==> src/rtl/versat_agu_pkg.sv <==
// versat_agu_pkg: shared state encoding and default widths for the Versat memory AGU
package versat_agu_pkg;

    typedef enum logic [1:0] {
        IDLE  = 2'd0,
        DELAY = 2'd1,
        RUN   = 2'd2
    } state_t;

    localparam int ADDR_W_DEF  = 6;
    localparam int CNT_W_DEF   = 10;
    localparam int DELAY_W_DEF = 8;

endpackage

==> src/rtl/versat_agu_loop.sv <==
// versat_agu_loop: wrap counter 0..max-1 that latches its limit on load
module versat_agu_loop #(
    parameter int W = 10
) (
    input  logic         clk_i,
    input  logic         rst_i,
    input  logic         load_i,
    input  logic         en_i,
    input  logic [W-1:0] max_i,
    output logic [W-1:0] nxt_o,
    output logic         last_o,
    output logic         zero_o
);

    logic [W-1:0] max_q, max_d, cnt_q, cnt_d;

    assign last_o = cnt_q == max_q - 1'b1;
    assign zero_o = max_q == '0;
    assign nxt_o  = cnt_d;

    // load clears the count and captures the limit; enable steps and wraps on last
    always_comb begin
        max_d = load_i ? max_i : max_q;
        cnt_d = load_i ? '0 : en_i ? (last_o ? '0 : cnt_q + 1'b1) : cnt_q;
    end

    // state registers
    always_ff @(posedge clk_i) begin
        if (rst_i) begin
            max_q <= '0;
            cnt_q <= '0;
        end else begin
            max_q <= max_d;
            cnt_q <= cnt_d;
        end
    end

endmodule

==> src/rtl/versat_mem_agu.sv <==
// versat_mem_agu: 2-level loop address generator driving one Versat memory port
module versat_mem_agu
    import versat_agu_pkg::*;
#(
    parameter int ADDR_W  = ADDR_W_DEF,
    parameter int CNT_W   = CNT_W_DEF,
    parameter int DELAY_W = DELAY_W_DEF
) (
    input  logic               clk_i,
    input  logic               rst_i,
    input  logic               run_i,
    input  logic [ADDR_W-1:0]  start_addr_i,
    input  logic [ADDR_W-1:0]  incr_i,
    input  logic [ADDR_W-1:0]  shift_i,
    input  logic [CNT_W-1:0]   per_i,
    input  logic [CNT_W-1:0]   duty_i,
    input  logic [CNT_W-1:0]   iter_i,
    input  logic [DELAY_W-1:0] delay_i,
    input  logic               write_i,
    output logic [ADDR_W-1:0]  addr_o,
    output logic               en_o,
    output logic               we_o,
    output logic               rvalid_o,
    output logic               done_o
);

    state_t state_q, state_d;
    logic [ADDR_W-1:0] addr_q, addr_d, start_q, start_d, incr_q, incr_d, shift_q, shift_d;
    logic [CNT_W-1:0] duty_q, duty_d, pc_nxt, ic_nxt_unused;
    logic [DELAY_W-1:0] delay_q, delay_d, dly_q, dly_d;
    logic en_q, en_d, we_q, we_d, rv_q, rv_d, done_q, done_d, write_q, write_d;
    logic load, pc_en, ic_en, go_run, pc_last, ic_last, per_zero, iter_zero;

    assign addr_o   = addr_q;
    assign en_o     = en_q;
    assign we_o     = we_q;
    assign rvalid_o = rv_q;
    assign done_o   = done_q;

    versat_agu_loop #(.W(CNT_W)) u_pc (
        .clk_i  (clk_i),
        .rst_i  (rst_i),
        .load_i (load),
        .en_i   (pc_en),
        .max_i  (per_i),
        .nxt_o  (pc_nxt),
        .last_o (pc_last),
        .zero_o (per_zero)
    );

    versat_agu_loop #(.W(CNT_W)) u_ic (
        .clk_i  (clk_i),
        .rst_i  (rst_i),
        .load_i (load),
        .en_i   (ic_en),
        .max_i  (iter_i),
        .nxt_o  (ic_nxt_unused),
        .last_o (ic_last),
        .zero_o (iter_zero)
    );

    // next-state, shadow config and registered port values for the coming cycle
    always_comb begin
        state_d = state_q;
        addr_d  = addr_q;
        en_d    = 1'b0;
        done_d  = 1'b0;
        dly_d   = dly_q;
        start_d = start_q;
        incr_d  = incr_q;
        shift_d = shift_q;
        duty_d  = duty_q;
        delay_d = delay_q;
        write_d = write_q;
        load    = 1'b0;
        pc_en   = 1'b0;
        ic_en   = 1'b0;
        go_run  = 1'b0;
        case (state_q)
            IDLE: begin
                done_d = 1'b1;
                if (run_i) begin
                    load    = 1'b1;
                    start_d = start_addr_i;
                    incr_d  = incr_i;
                    shift_d = shift_i;
                    duty_d  = duty_i;
                    delay_d = delay_i;
                    write_d = write_i;
                    dly_d   = '0;
                    done_d  = 1'b0;
                    if (delay_i != '0) begin
                        state_d = DELAY;
                    end else if (per_i != '0 && iter_i != '0) begin
                        state_d = RUN;
                        go_run  = 1'b1;
                    end
                end
            end
            DELAY: begin
                if (dly_q == delay_q - 1'b1) begin
                    state_d = (per_zero || iter_zero) ? IDLE : RUN;
                    done_d  = per_zero || iter_zero;
                    go_run  = !(per_zero || iter_zero);
                end else begin
                    dly_d = dly_q + 1'b1;
                end
            end
            RUN: begin
                pc_en  = 1'b1;
                ic_en  = pc_last;
                addr_d = addr_q + (pc_last ? shift_q : incr_q);
                en_d   = pc_nxt < duty_q;
                if (pc_last && ic_last) begin
                    state_d = IDLE;
                    en_d    = 1'b0;
                    done_d  = 1'b1;
                end
            end
            default: state_d = IDLE;
        endcase
        // first RUN cycle: pc is 0, so the port is enabled iff duty is nonzero
        if (go_run) begin
            addr_d = start_d;
            en_d   = duty_d != '0;
        end
        we_d = en_d & write_d;
        rv_d = en_q & ~we_q;
    end

    // state registers
    always_ff @(posedge clk_i) begin
        if (rst_i) begin
            state_q <= IDLE;
            addr_q  <= '0;
            en_q    <= 1'b0;
            we_q    <= 1'b0;
            rv_q    <= 1'b0;
            done_q  <= 1'b1;
            dly_q   <= '0;
            start_q <= '0;
            incr_q  <= '0;
            shift_q <= '0;
            duty_q  <= '0;
            delay_q <= '0;
            write_q <= 1'b0;
        end else begin
            state_q <= state_d;
            addr_q  <= addr_d;
            en_q    <= en_d;
            we_q    <= we_d;
            rv_q    <= rv_d;
            done_q  <= done_d;
            dly_q   <= dly_d;
            start_q <= start_d;
            incr_q  <= incr_d;
            shift_q <= shift_d;
            duty_q  <= duty_d;
            delay_q <= delay_d;
            write_q <= write_d;
        end
    end

endmodule

==> config.mk <==
export PLATFORM = sky130hd
export DESIGN_NAME = versat_mem_agu
export DESIGN_NICKNAME = d
export VERILOG_FILES = /design/src/rtl/versat_agu_pkg.sv /design/src/rtl/versat_agu_loop.sv /design/src/rtl/versat_mem_agu.sv
export SDC_FILE = /design/constraint.sdc
export NUM_CORES = 1
export LEC_CHECK = 0
export CAP_MARGIN = 20
export CORE_AREA = 2 2 100 102
export DETAILED_ROUTE_END_ITERATION = 16
export DIE_AREA = 0 0 102 104
export HOLD_SLACK_MARGIN = 0.03
export PLACE_DENSITY = 0.8
export RECOVER_POWER = 25
export SLEW_MARGIN = 0
export SYNTH_ARGS = -nofsm -noshare
export SYNTH_HDL_FRONTEND = slang
export SYNTH_SLANG_ARGS = --single-unit
==> constraint.sdc <==
create_clock -name clk_i -period 4.8 [get_ports clk_i]
set_clock_uncertainty 0.15 [all_clocks]
set_input_delay 0.72 -clock clk_i [delete_from_list [all_inputs] [get_ports clk_i]]
set_output_delay 0.72 -clock clk_i [all_outputs]
set_load 0.02 [all_outputs]
Routing congestion:
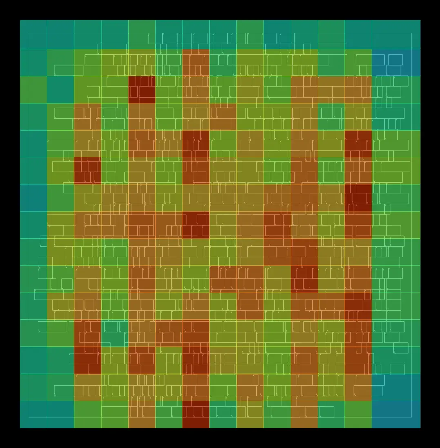
total routing usage reported by global routing: 24.29%
met3 usage in global routing: 4.637%
post-layout utilization of the core: 65.59%
busiest metal layer after global routing: met2
routed length per placed instance: 15.23 µm

I/O nets highlighted:
Drawn at 3 px/µm.
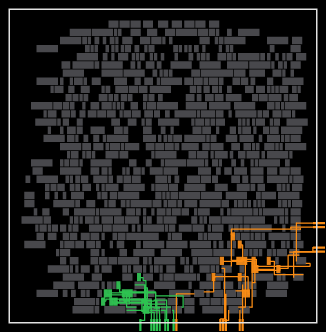
color	port	direction	end cells	buffers	wire
green	delay_i	input	10	8	237 µm
orange	duty_i	input	13	10	313 µm

Metal 4:
Drawn at 4 px/µm. Supply wires on this layer in gray.
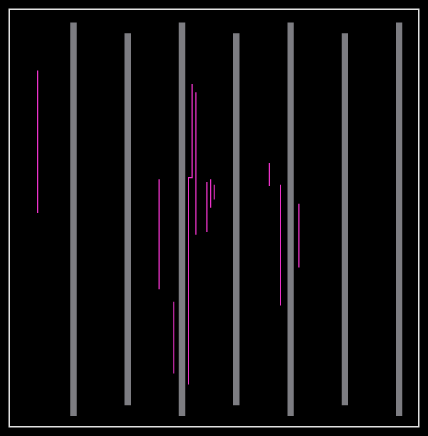
main direction	vertical
nets with wire on the layer	9
wire length on this layer	265 µm
longest straight run	51.6 µm
share of all routed wire	2.0%

metal layers:
metal / wire length, µm / global-route usage (%)
met5: 0 / 0
met4: 264 / 7.333
met3: 646 / 4.637
met2: 6290 / 40.13
met1: 5878 / 31.89
worst max-delay path: cells and delay by family, from the launching register on:
| kind | cells | cell delay [ns] |
|---|---|---|
| compound gates | 8 | 1.92 |
| flops | 1 | 0.37 |
| fa+ha+maj | 1 | 0.30 |
| simple gates | 5 | 1.58 |
flip-flops by register name, summed over array words and instances, names as in the netlist:
signal,flops
addr_o,6
delay_q,8
dly_q,8
done_o,1
duty_q,10
en_o,1
incr_q,6
rvalid_o,1
shift_q,6
start_q,6
state_q,2
u_ic.cnt_q,10
u_ic.max_q,10
u_pc.cnt_q,10
u_pc.max_q,10
we_o,1
write_q,1
==> reports/results.ini <==
[power]
ir_worst_vdd_v = 0.0001394
total_sequential_power_w = 0.000871
clk-power_w = 0.000556

[setup_path]
r2r_startpoint = u_pc.max_q[0]
timing.reg2reg.setup_slack_ns = 0.40

[run_status]
failed_checks = capacitance limit, slew limit
run_status = finished with violations

[flow_run]
maxCapViolations = 1
number_of_warnings_in_the_stage_logs = 27

[placement]
dp_hpwl_mm = 9.778
placement.io_buffers = 69
gp_routability_congestion = 0.8758

[timing]
maxSlewViolCount = 61
rsz0062_at_grt = no

[route]
antenna_left = 0

[min_path]
min_delay_worst_endpoint = shift_q[1]

[clocking]
post-cts-setup-buffers = 0
cts.repair.resized = 0

[floorplan]
pin_count = 70

[cells_and_area]
num-nets-final = 805

